$ cat config.mk
export PLATFORM = sky130hd
export DESIGN_NAME = seq1100_rr_sched
export DESIGN_NICKNAME = d
export VERILOG_FILES = /design/src/rtl/seq1100_pkg.sv /design/src/rtl/rr_arbiter.sv /design/src/rtl/seq1100_rr_sched.sv
export SDC_FILE = /design/constraint.sdc
export NUM_CORES = 1
export LEC_CHECK = 0
export ABC_AREA = 1
export CAP_MARGIN = 20
export CELL_PAD_IN_SITES_DETAIL_PLACEMENT = 1
export CELL_PAD_IN_SITES_GLOBAL_PLACEMENT = 2
export CORE_MARGIN = 2
export CORE_UTILIZATION = 39
export CTS_BUF_LIST = sky130_fd_sc_hd__clkbuf_2
export DETAILED_ROUTE_END_ITERATION = 16
export PLACE_DENSITY_LB_ADDON = 0.1
export SYNTH_ARGS = -nofsm -noshare
export SYNTH_HDL_FRONTEND = slang
export SYNTH_SLANG_ARGS = --single-unit
$ cat constraint.sdc
create_clock -name clk -period 8.7 [get_ports clk]
set_input_delay 2.61 -clock clk [delete_from_list [all_inputs] [get_ports clk]]
set_output_delay 2.61 -clock clk [all_outputs]
set_load 0.01 [all_outputs]
$ cat src/rtl/seq1100_pkg.sv
// Shared encoding and transition rules for the time-multiplexed "1100" detector.
// The engine is Moore and non-overlapping: after a match it restarts from scratch.
package seq1100_pkg;

    typedef enum logic [2:0] {
        IDLE  = 3'd0,
        S1    = 3'd1,
        S11   = 3'd2,
        S110  = 3'd3,
        S1100 = 3'd4
    } state_e;

    function automatic state_e next_state(input state_e state, input logic b);
        state_e nxt;
        nxt = IDLE;
        case (state)
            IDLE:    nxt = b ? S1  : IDLE;
            S1:      nxt = b ? S11 : IDLE;
            S11:     nxt = b ? S11 : S110;
            S110:    nxt = b ? S1  : S1100;
            S1100:   nxt = b ? S1  : IDLE;
            default: nxt = IDLE;
        endcase
        return nxt;
    endfunction

    function automatic logic is_hit(input state_e nxt);
        return (nxt == S1100);
    endfunction

endpackage

$ cat src/rtl/rr_arbiter.sv
// Round-robin arbiter: searches upward from the pointer, wrapping, skipping masked channels.
// The pointer moves to one past the winner and holds when nothing is granted.
module rr_arbiter #(
    parameter int NCH = 4,
    localparam int IW = $clog2(NCH)
) (
    input  logic           clk,
    input  logic           rst,
    input  logic           en_i,
    input  logic [NCH-1:0] req_i,
    input  logic [NCH-1:0] mask_i,
    output logic [NCH-1:0] grant_o,
    output logic           grant_vld_o,
    output logic [IW-1:0]  grant_idx_o
);

    logic [IW-1:0]  ptr_q;
    logic [IW-1:0]  ptr_d;
    logic [NCH-1:0] eligible;

    always_comb begin
        int            p;
        logic [IW-1:0] p_idx;
        p           = 0;
        p_idx       = '0;
        eligible    = req_i & ~mask_i & {NCH{en_i}};
        grant_vld_o = 1'b0;
        grant_idx_o = '0;
        for (int i = 0; i < NCH; i++) begin
            p = int'(ptr_q) + i;
            if (p >= NCH) p = p - NCH;
            p_idx = IW'(p);
            if (!grant_vld_o && eligible[p_idx]) begin
                grant_vld_o = 1'b1;
                grant_idx_o = p_idx;
            end
        end
        grant_o = grant_vld_o ? (NCH'(1) << grant_idx_o) : '0;
    end

    always_comb begin
        ptr_d = ptr_q;
        if (grant_vld_o) begin
            ptr_d = (grant_idx_o == IW'(NCH - 1)) ? '0 : grant_idx_o + IW'(1);
        end
    end

    always_ff @(posedge clk) begin
        if (rst) ptr_q <= '0;
        else     ptr_q <= ptr_d;
    end

endmodule

$ cat src/rtl/seq1100_rr_sched.sv
// One shared "1100" engine serving NCH serial channels in round-robin order, with
// per-channel saved state and saturating match counters readable by index.
module seq1100_rr_sched
    import seq1100_pkg::*;
#(
    parameter int NCH = 4,
    parameter int CW  = 8,
    localparam int IW = $clog2(NCH)
) (
    input  logic           clk,
    input  logic           rst,
    input  logic           en,
    input  logic [NCH-1:0] bit_vld,
    input  logic [NCH-1:0] bit_in,
    output logic [NCH-1:0] bit_rdy,
    input  logic           clr_ch_vld,
    input  logic [IW-1:0]  clr_ch,
    output logic           det_vld,
    output logic [IW-1:0]  det_ch,
    output logic           det_hit,
    input  logic [IW-1:0]  rd_ch,
    output logic [CW-1:0]  rd_cnt
);

    // Handshake: bit c is consumed on a rising edge where bit_vld[c] && bit_rdy[c].
    // bit_rdy never looks at bit_in, so a source may change its data freely while waiting.

    state_e         state_q [NCH];
    logic [CW-1:0]  cnt_q   [NCH];
    logic           det_vld_q;
    logic [IW-1:0]  det_ch_q;
    logic           det_hit_q;

    logic [NCH-1:0] clr_mask;
    logic [NCH-1:0] grant;
    logic           gnt_vld;
    logic [IW-1:0]  gnt_idx;
    state_e         gnt_next;

    // Out-of-range clear indices match no channel and so do nothing.
    always_comb begin
        clr_mask = '0;
        if (clr_ch_vld) begin
            for (int c = 0; c < NCH; c++) begin
                if (clr_ch == IW'(c)) clr_mask[c] = 1'b1;
            end
        end
    end

    rr_arbiter #(.NCH(NCH)) u_arb (
        .clk         (clk),
        .rst         (rst),
        .en_i        (en & ~rst),
        .req_i       (bit_vld),
        .mask_i      (clr_mask),
        .grant_o     (grant),
        .grant_vld_o (gnt_vld),
        .grant_idx_o (gnt_idx)
    );

    assign bit_rdy = grant;

    always_comb begin
        gnt_next = IDLE;
        for (int c = 0; c < NCH; c++) begin
            if (gnt_idx == IW'(c)) gnt_next = next_state(state_q[c], bit_in[c]);
        end
    end

    always_ff @(posedge clk) begin
        if (rst) begin
            for (int c = 0; c < NCH; c++) begin
                state_q[c] <= IDLE;
                cnt_q[c]   <= '0;
            end
            det_vld_q <= 1'b0;
            det_ch_q  <= '0;
            det_hit_q <= 1'b0;
        end else begin
            for (int c = 0; c < NCH; c++) begin
                if (clr_mask[c]) begin
                    state_q[c] <= IDLE;
                    cnt_q[c]   <= '0;
                end else if (grant[c]) begin
                    state_q[c] <= gnt_next;
                    if (is_hit(gnt_next) && (cnt_q[c] != {CW{1'b1}})) begin
                        cnt_q[c] <= cnt_q[c] + CW'(1);
                    end
                end
            end
            det_vld_q <= gnt_vld;
            det_ch_q  <= gnt_idx;
            det_hit_q <= gnt_vld && is_hit(gnt_next);
        end
    end

    assign det_vld = det_vld_q;
    assign det_ch  = det_ch_q;
    assign det_hit = det_hit_q;

    // Reads see registered counts only; an update in flight shows up next cycle.
    always_comb begin
        rd_cnt = '0;
        for (int c = 0; c < NCH; c++) begin
            if (rd_ch == IW'(c)) rd_cnt = cnt_q[c];
        end
    end

endmodule

==> flow_metrics.tcl, run 1 <==
# implementation run metrics
set metrics [dict create \
    clock_tree_area_fraction_pct 1.31 \
    synth.comb.largest_family "simple AND/OR/NAND/NOR gates" \
    post_cts.repair.setup_buffers 0 \
    r2r-end "cnt_q[2][6]$_SDFFCE_PN0P_" \
    logic_gate_count 283 \
    finalHoldWorstSlack_ns 0.628 \
    hold_viol_final 0 \
    layout.nonclk_buf_share_pct 8.33 \
    kind_of_end_point_of_the_critical_path "output pin" \
    syn_nets 413 \
    pwr-share-seq_pct 34.2 \
    run_status "finished, final reports clean" \
    timing.hold.worst.start "cnt_q[3][0]$_SDFFCE_PN0P_" \
    grt.overflow.total 0 \
    synth-area-yosys_um2 3260 \
    top_area_cell "sky130_fd_sc_hd__edfxtp_1" \
    stage_log_warnings 30 \
    grt_setup_unrepaired "false" \
    drt_drc_violations_left 0 \
    tritoncts_clock_tree "done" \
    max_slew_margin_pct 68.6 \
    simple_gate_share_pct 31.9 \
    diodes 0 \
    p_int_uw 585 \
    timing.reg2reg.setup_slack_ns 5.08 \
    globalRouteMet3Util_pct 2.85 \
    n_clock_buffer 5 \
    sequentialPower_uw 391 \
    synth_adder_area_share_pct 3.45 \
    synth.ff_latch_count 50 \
    leakage_nw 1.49 \
    pwr-share-comb_pct 56.6 \
    crit_fanout 11 \
    worstSetupEndpoint "bit_rdy[2]" \
    placer_s_final_routability_congestion_estimate 0.800 \
    cp_slowest_stage_delay_ns 0.58 \
    dp.cells 521 \
    power_top_consumer "combinational cells" \
    grt_met1_usage_pct 27.7 \
    drt-total-wl_um 8090 \
    layout_top_cells_excl_fill_tap "77 x sky130_fd_sc_hd__nor2_1, 59 x sky130_fd_sc_hd__nand2_1, 50 x sky130_fd_sc_hd__inv_1" \
    final_worst_setup_slack_ns 0.554 \
    synth_dominant_cell_count "sky130_fd_sc_hd__nor2_1" \
    post_cts_hold_buffer_count 0 \
    clock_power_share_pct 9.1 \
    layout.nets 448 \
    detailed_place_hpwl_um 6600 \
    global_route.usage.total_pct 19.1 \
    timing.final.crit_period_ns 8.15 \
    htreeDepth 2 \
    cp.arrival_ns 5.54 \
    synth_async_sr_flop_share_pct 0 \
    grt_max_degree 18 \
    yosys_cells 388 \
    crit_path_cell_chain "clkdlybuf4s50_1 > inv_2 > nand2_2 > nor2_1 > nand3_1 > nand3_1 > nand2_2 > nand3_4 > nor2_4 > nor2_2 > inv_1 > ha_1 > inv_1 > nor2_1 > clkdlybuf4s50_1" \
    synth_xor_xnor_area_share_pct 6.95 \
    ctsResizeCount 0 \
    die-height_um 95.4 \
    top_regs "cnt_q: 32 flops, state_q: 12 flops" \
    max_ir_drop_vdd_uv 163 \
    rows 33 \
    grt_busiest_layer "met2" \
    flop_area_um2 1440 \
    number_of_flip_flops_in_the_largest_register 32 \
    maxSlewViolCount 0 \
    final_cell_area_um2 3720 \
    worst-path-buf-inv 5 \
    wire_length_of_the_first_global_routing_pass_um 13400 \
    crit_start "rst" \
    drt-initial-drc-count 92 \
    count_of_library_flops_with_an_enable_pin 44 \
    crit_cells 15 \
    detail_route.wirelength.met1_um 4160 \
    finalSetupTns_ns 0 \
    net-switching-power_uw 557 \
    met3WireLength_um 153 \
    sequential_cell_total 50 \
    worstPathRequired_ns 6.09 \
    grt_pass1_vias 2686 \
    synth_warnings 0 \
    cp_slowest_cell "sky130_fd_sc_hd__clkdlybuf4s50_1" \
    use_met2_pct 30.5 \
    route.detailed.wl_per_inst_um 15.3 \
    vias 2702 \
    instances_no_fill 529 \
    start_kind "input pin" \
]
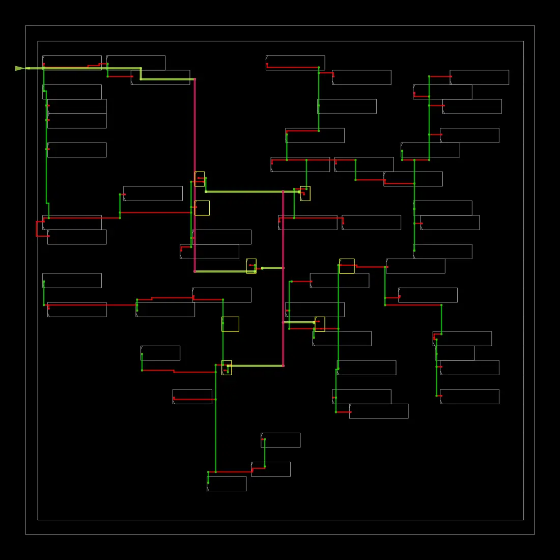
Fig. 1. Clock routing (run 1).
number of buffers created by CTS: 5
power drawn by the clock network: 104 uW
Worst Skew: 0.0243 ns

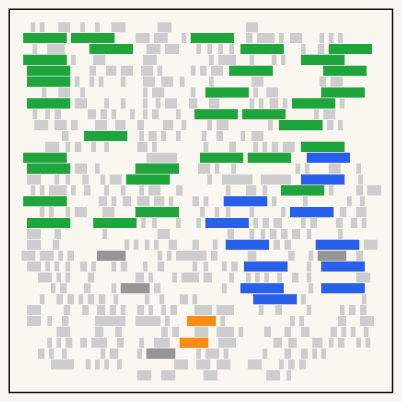
Fig. 2. Sequential cells grouped by signal name (run 1).
(4 px per um) Other sequential cells in the stronger grey, the rest of the logic in the fainter grey.
[`det_ch`] orange | sequential cells: 2
[`state_q`] blue | sequential cells: 12
[`cnt_q`] green | sequential cells: 32

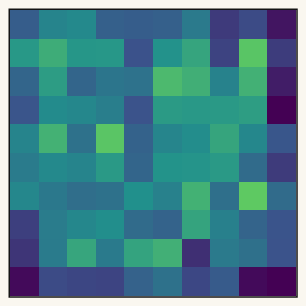
Fig. 3. Placement density heat map (run 1).
(3 px per um) 10 x 10 tiles, from dark purple (low) to yellow (high), 0 to 100% covered.
mean over tiles: 40%
nearly empty tiles: 2.0%
fullest tile: 75%
final core area utilization: 45.5%
Core Box Area: 8180 um2
effective utilization at floorplan: 39.9%

==> inputs of run 2 (changes only) <==
--- a/config.mk
+++ b/config.mk
@@ -6,14 +6,14 @@
 export NUM_CORES = 1
 export LEC_CHECK = 0
 export ABC_AREA = 1
-export CAP_MARGIN = 20
+export ABC_CLOCK_PERIOD_IN_PS = 8700
 export CELL_PAD_IN_SITES_DETAIL_PLACEMENT = 1
 export CELL_PAD_IN_SITES_GLOBAL_PLACEMENT = 2
 export CORE_MARGIN = 2
 export CORE_UTILIZATION = 39
 export CTS_BUF_LIST = sky130_fd_sc_hd__clkbuf_2
 export DETAILED_ROUTE_END_ITERATION = 16
-export PLACE_DENSITY_LB_ADDON = 0.1
+export PLACE_DENSITY = 0.86
 export SYNTH_ARGS = -nofsm -noshare
 export SYNTH_HDL_FRONTEND = slang
 export SYNTH_SLANG_ARGS = --single-unit
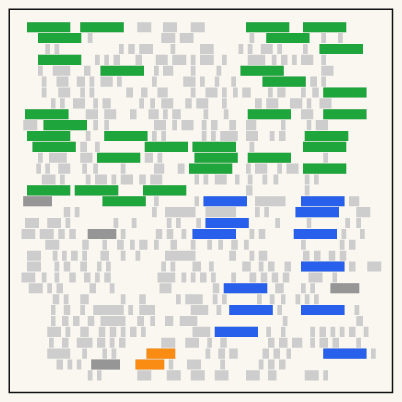
Fig. 4. Sequential cells grouped by signal name (run 2).
(4 px per um) Other sequential cells in the stronger grey, the rest of the logic in the fainter grey.
[`det_ch`] orange | sequential cells: 2
[`state_q`] blue | sequential cells: 12
[`cnt_q`] green | sequential cells: 32
not coloured: 4

==> run 2 against run 1 <==
  * Global-route usage shrank 0.18 points
  * Sequential share of layout area is 0.10 points higher
  * Via count is 0.11% lower
  * Worst hold slack improved by 0.014 ns
  * Design area down 0.27%
  * Critical path depth did not move
  * Highest routed layer unchanged
==> flow_metrics.tcl, run 2 <==
# implementation run metrics
set metrics [dict create \
    final_cell_area_um2 3710 \
    grt_met1_usage_pct 27.8 \
    grt_max_degree 16 \
    n_clock_buffer 5 \
    cp_slowest_stage_delay_ns 0.60 \
    grt_busiest_layer "met2" \
    htreeDepth 2 \
    syn_nets 413 \
    flop_area_um2 1440 \
    count_of_library_flops_with_an_enable_pin 44 \
    met3WireLength_um 382 \
    instances_no_fill 528 \
    vias 2699 \
    cp_slowest_cell "sky130_fd_sc_hd__clkdlybuf4s50_1" \
    max_slew_margin_pct 66.2 \
    detail_route.wirelength.met1_um 3970 \
    crit_fanout 11 \
    power_top_consumer "combinational cells" \
    logic_gate_count 283 \
    top_regs "cnt_q: 32 flops, state_q: 12 flops" \
    grt.overflow.total 0 \
    synth-area-yosys_um2 3260 \
    finalHoldWorstSlack_ns 0.642 \
    drt-total-wl_um 8030 \
    post_cts.repair.setup_buffers 0 \
    ctsResizeCount 0 \
    diodes 0 \
    start_kind "input pin" \
    cp.arrival_ns 5.53 \
    grt_setup_unrepaired "false" \
    synth_async_sr_flop_share_pct 0 \
    synth_dominant_cell_count "sky130_fd_sc_hd__nor2_1" \
    placer_s_final_routability_congestion_estimate 0.843 \
    drt_drc_violations_left 0 \
    use_met2_pct 29.5 \
    p_int_uw 584 \
    tritoncts_clock_tree "done" \
    core_area_um2 8180 \
    top_area_cell "sky130_fd_sc_hd__edfxtp_1" \
    layout.nonclk_buf_share_pct 8.36 \
    p_clk_uw 99.2 \
    number_of_flip_flops_in_the_largest_register 32 \
    crit_start "rst" \
    synth.ff_latch_count 50 \
    rows 33 \
    dp.cells 521 \
    r2r-end "cnt_q[1][7]$_SDFFCE_PN0P_" \
    timing.final.crit_period_ns 8.14 \
    finalSetupTns_ns 0 \
    net-switching-power_uw 554 \
    run_status "finished, final reports clean" \
    hold_viol_final 0 \
    die-height_um 95.4 \
    clock_power_share_pct 8.7 \
    kind_of_end_point_of_the_critical_path "output pin" \
    grt_pass1_vias 2681 \
    pwr-share-comb_pct 57.0 \
    worst-path-buf-inv 5 \
    drt-initial-drc-count 95 \
    timing.reg2reg.setup_slack_ns 4.98 \
    detailed_place_hpwl_um 6480 \
    final_worst_setup_slack_ns 0.556 \
    sequentialPower_uw 390 \
    worstSetupEndpoint "bit_rdy[2]" \
    globalRouteMet3Util_pct 3.00 \
    maxSlewViolCount 0 \
    global_route.usage.total_pct 18.9 \
    layout_top_cells_excl_fill_tap "77 x sky130_fd_sc_hd__nor2_1, 59 x sky130_fd_sc_hd__nand2_1, 50 x sky130_fd_sc_hd__inv_1" \
    simple_gate_share_pct 31.9 \
    sequential_cell_total 50 \
    post_cts_hold_buffer_count 0 \
    wire_length_of_the_first_global_routing_pass_um 13300 \
    route.detailed.wl_per_inst_um 15.2 \
    synth_warnings 0 \
]
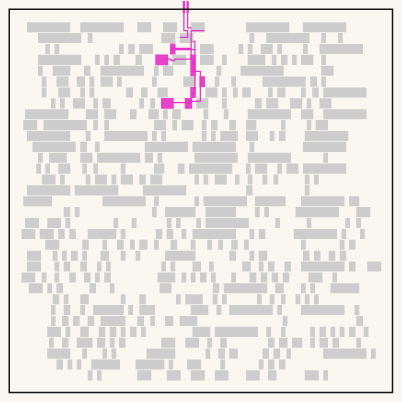
Fig. 5. Nets reached from selected ports (run 2).
(4 px per um)
[`rd_ch`] magenta | bits: 2 | direction: input | edge: north | end cells: 8 | wire: 77.0 um

==> inputs of run 3 (changes only) <==
--- a/config.mk
+++ b/config.mk
@@ -14,6 +14,7 @@
 export CTS_BUF_LIST = sky130_fd_sc_hd__clkbuf_2
 export DETAILED_ROUTE_END_ITERATION = 16
 export PLACE_DENSITY = 0.86
+export SETUP_SLACK_MARGIN = 0.2
 export SYNTH_ARGS = -nofsm -noshare
 export SYNTH_HDL_FRONTEND = slang
 export SYNTH_SLANG_ARGS = --single-unit
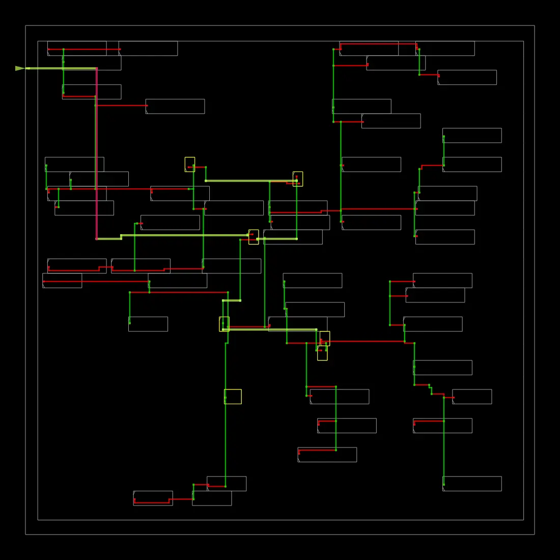
Fig. 6. Clock routing (run 3).
Flops: 50
number of sinks on the clock net: 50
power drawn by the clock network: 99.2 uW
clock buffer instance count of the final layout: 5
latest clock arrival within the worst-skew pair: 0.44 ns

==> run 3 against run 2 <==
  * Design area stayed put
  * Wire length stayed put
  * Combinational power hardly changed
  * Critical path type unchanged
  * Sequential share of layout area stayed put
==> flow_metrics.tcl, run 3 <==
# implementation run metrics
set metrics [dict create \
    flop_area_um2 1440 \
    p_comb_uw 648 \
    final_worst_setup_slack_ns 0.556 \
    start_kind "input pin" \
    layout.nets 448 \
    yosys_cells 388 \
    crit_cells 15 \
    drt-total-wl_um 8030 \
    syn_nets 413 \
    synth-area-yosys_um2 3260 \
    grt_pass1_vias 2681 \
    instances_no_fill 528 \
    detailed_place_hpwl_um 6480 \
    clk_pin_slew_ns 0.27 \
    ys_seq_share_pct 44.2 \
    timing.reg2reg.setup_slack_ns 4.98 \
    synth_adder_area_share_pct 3.45 \
    worst-path-buf-inv 5 \
    largest_cell_class "combinational gates" \
    number_of_buffers_outside_the_clock_class_in_the_layout 31 \
    use_met2_pct 29.5 \
    htreeDepth 2 \
    tritoncts_clock_tree "done" \
    crit_fanout 11 \
    fin_skew_ns 0.0175 \
    taps_inserted 105 \
    logic_gate_count 283 \
    post-route-period-util_pct 93.6 \
    max_ir_drop_vdd_uv 139 \
    maxSlewViolCount 0 \
    synth.ff_latch_count 50 \
    clock_tree_area_fraction_pct 1.04 \
    power_per_cell_area_nw_per_um2 306 \
    die_width_um 95.4 \
    cp_slowest_cell "sky130_fd_sc_hd__clkdlybuf4s50_1" \
    grt_busiest_layer "met2" \
    synth.mux.area_fraction_pct 0 \
    drt_pre_antenna_iters 4 \
    max_slew_margin_pct 66.2 \
    synth_dominant_cell_count "sky130_fd_sc_hd__nor2_1" \
    worst_path_dominant_cell_family "buffers and inverters" \
    startpoint_of_the_lowest_slack_register_to_register_path "u_arb.ptr_q[0]$_SDFFE_PP0P_" \
    worstSetupEndpoint "bit_rdy[2]" \
    core_area_um2 8180 \
    count_of_library_flops_with_an_enable_pin 44 \
    crit_start "rst" \
    drt-initial-drc-count 95 \
    logic_area_um2 1600 \
    route.detailed.wl_per_inst_um 15.2 \
    finalHoldWorstSlack_ns 0.642 \
    route.detailed.vias_per_inst 5.11 \
    max_freq_mhz 123 \
    stage_log_warnings 30 \
    kind_of_end_point_of_the_critical_path "output pin" \
    count_of_input_and_output_buffers 31 \
    timing.final.crit_period_ns 8.14 \
    finalCoreUtilization_pct 45.4 \
    worstPathRequired_ns 6.09 \
    drt_drc_violations_left 0 \
    post_synth_ao_oa_area_fraction_pct 6.68 \
    dp.cells 521 \
    synth_async_sr_flop_share_pct 0 \
    pwr-share-seq_pct 34.3 \
    ctsResizeCount 0 \
    rows 33 \
    placedInstanceArea_um2 3670 \
    leakage_nw 1.49 \
    synth_warnings 0 \
    diodes 0 \
    timing.hold.worst.start "cnt_q[3][0]$_SDFFCE_PN0P_" \
    r2r-end "cnt_q[1][7]$_SDFFCE_PN0P_" \
    initCoreUtil_pct 39.9 \
    tritoncts.num_buffers 5 \
    clock_power_share_pct 8.7 \
    crit_path_cell_chain "clkdlybuf4s50_1 > inv_2 > nand2_2 > nor2_1 > nand3_1 > nand3_1 > nand2_2 > nand3_4 > nor2_4 > nor2_2 > inv_1 > ha_1 > inv_1 > nor2_1 > clkdlybuf4s50_1" \
    layout.nonclk_buf_share_pct 8.36 \
    pwr-share-comb_pct 57.0 \
    top_layer_used "met4" \
    wire_length_of_the_first_global_routing_pass_um 13300 \
    final_cell_area_um2 3710 \
    number_of_flip_flops_in_the_largest_register 32 \
    sequentialPower_uw 390 \
    net-switching-power_uw 554 \
    die-height_um 95.4 \
    detail_route.wirelength.met1_um 3970 \
    placer_s_final_routability_congestion_estimate 0.843 \
    ios 32 \
    cts-root-buf "sky130_fd_sc_hd__clkbuf_2" \
    fin_total_pwr_mw 1.14 \
    hold_viol_final 0 \
    p_int_uw 584 \
    grt_max_degree 16 \
    syn_avg_cell_area_um2 8.40 \
    post_cts_hold_buffer_count 0 \
    antenna_found_initial 0 \
    simple_gate_share_pct 31.9 \
    grt.overflow.total 0 \
    post_synth_main_area_contributors "sky130_fd_sc_hd__edfxtp_1 41%, sky130_fd_sc_hd__nor2_1 8.9%, sky130_fd_sc_hd__nand2_1 6.8%" \
    power_top_consumer "combinational cells" \
    switching_share_pct 48.7 \
    fill_cells 995 \
    timing.setup.critical_path_class "in2out" \
    vias 2699 \
    top_regs "cnt_q: 32 flops, state_q: 12 flops" \
    synth.comb.largest_family "simple AND/OR/NAND/NOR gates" \
    clock_path_buffers 2 \
    synthToLayoutAreaGrowth_pct 13.9 \
    drt.antenna.violating_nets 0 \
    global_route.usage.total_pct 18.9 \
    run_status "finished, final reports clean" \
    cp.arrival_ns 5.53 \
    max-cap-violations 0 \
    post_cts.repair.setup_buffers 0 \
    globalRouteMet3Util_pct 3.00 \
    synth_xor_xnor_area_share_pct 6.95 \
    post_synth_most_frequent_cells "77 x sky130_fd_sc_hd__nor2_1, 59 x sky130_fd_sc_hd__nand2_1, 50 x sky130_fd_sc_hd__inv_1" \
    sh_seq_area_pct 38.8 \
    top_area_cell "sky130_fd_sc_hd__edfxtp_1" \
    area.share.combinational_pct 43.0 \
    layout_top_cell_excl_fill_tap "sky130_fd_sc_hd__nor2_1" \
    met3WireLength_um 382 \
    layout_top_cells_excl_fill_tap "77 x sky130_fd_sc_hd__nor2_1, 59 x sky130_fd_sc_hd__nand2_1, 50 x sky130_fd_sc_hd__inv_1" \
    grt_setup_unrepaired "false" \
    finalSetupTns_ns 0 \
    worstHoldPathType "reg2reg" \
    cp_slowest_stage_delay_ns 0.60 \
    timing.hold.worst_path_depth 1 \
    timing_worst_slew_pin_value_ns 0.505 \
    post_route_cells_drive_above_1_share_pct 6.38 \
    grt_met1_usage_pct 27.8 \
]
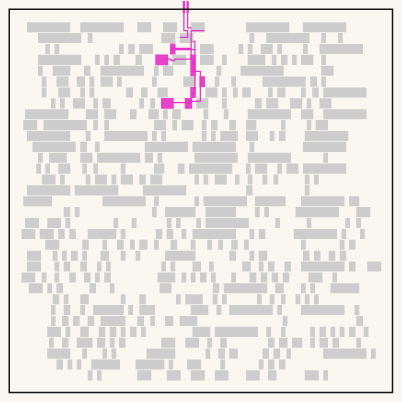
Fig. 7. Nets reached from selected ports (run 3).
(4 px per um)
[`rd_ch`] magenta | bits: 2 | direction: input | edge: north | end cells: 8 | wire: 77.0 um

Power is estimated from default activity; no workload was simulated.
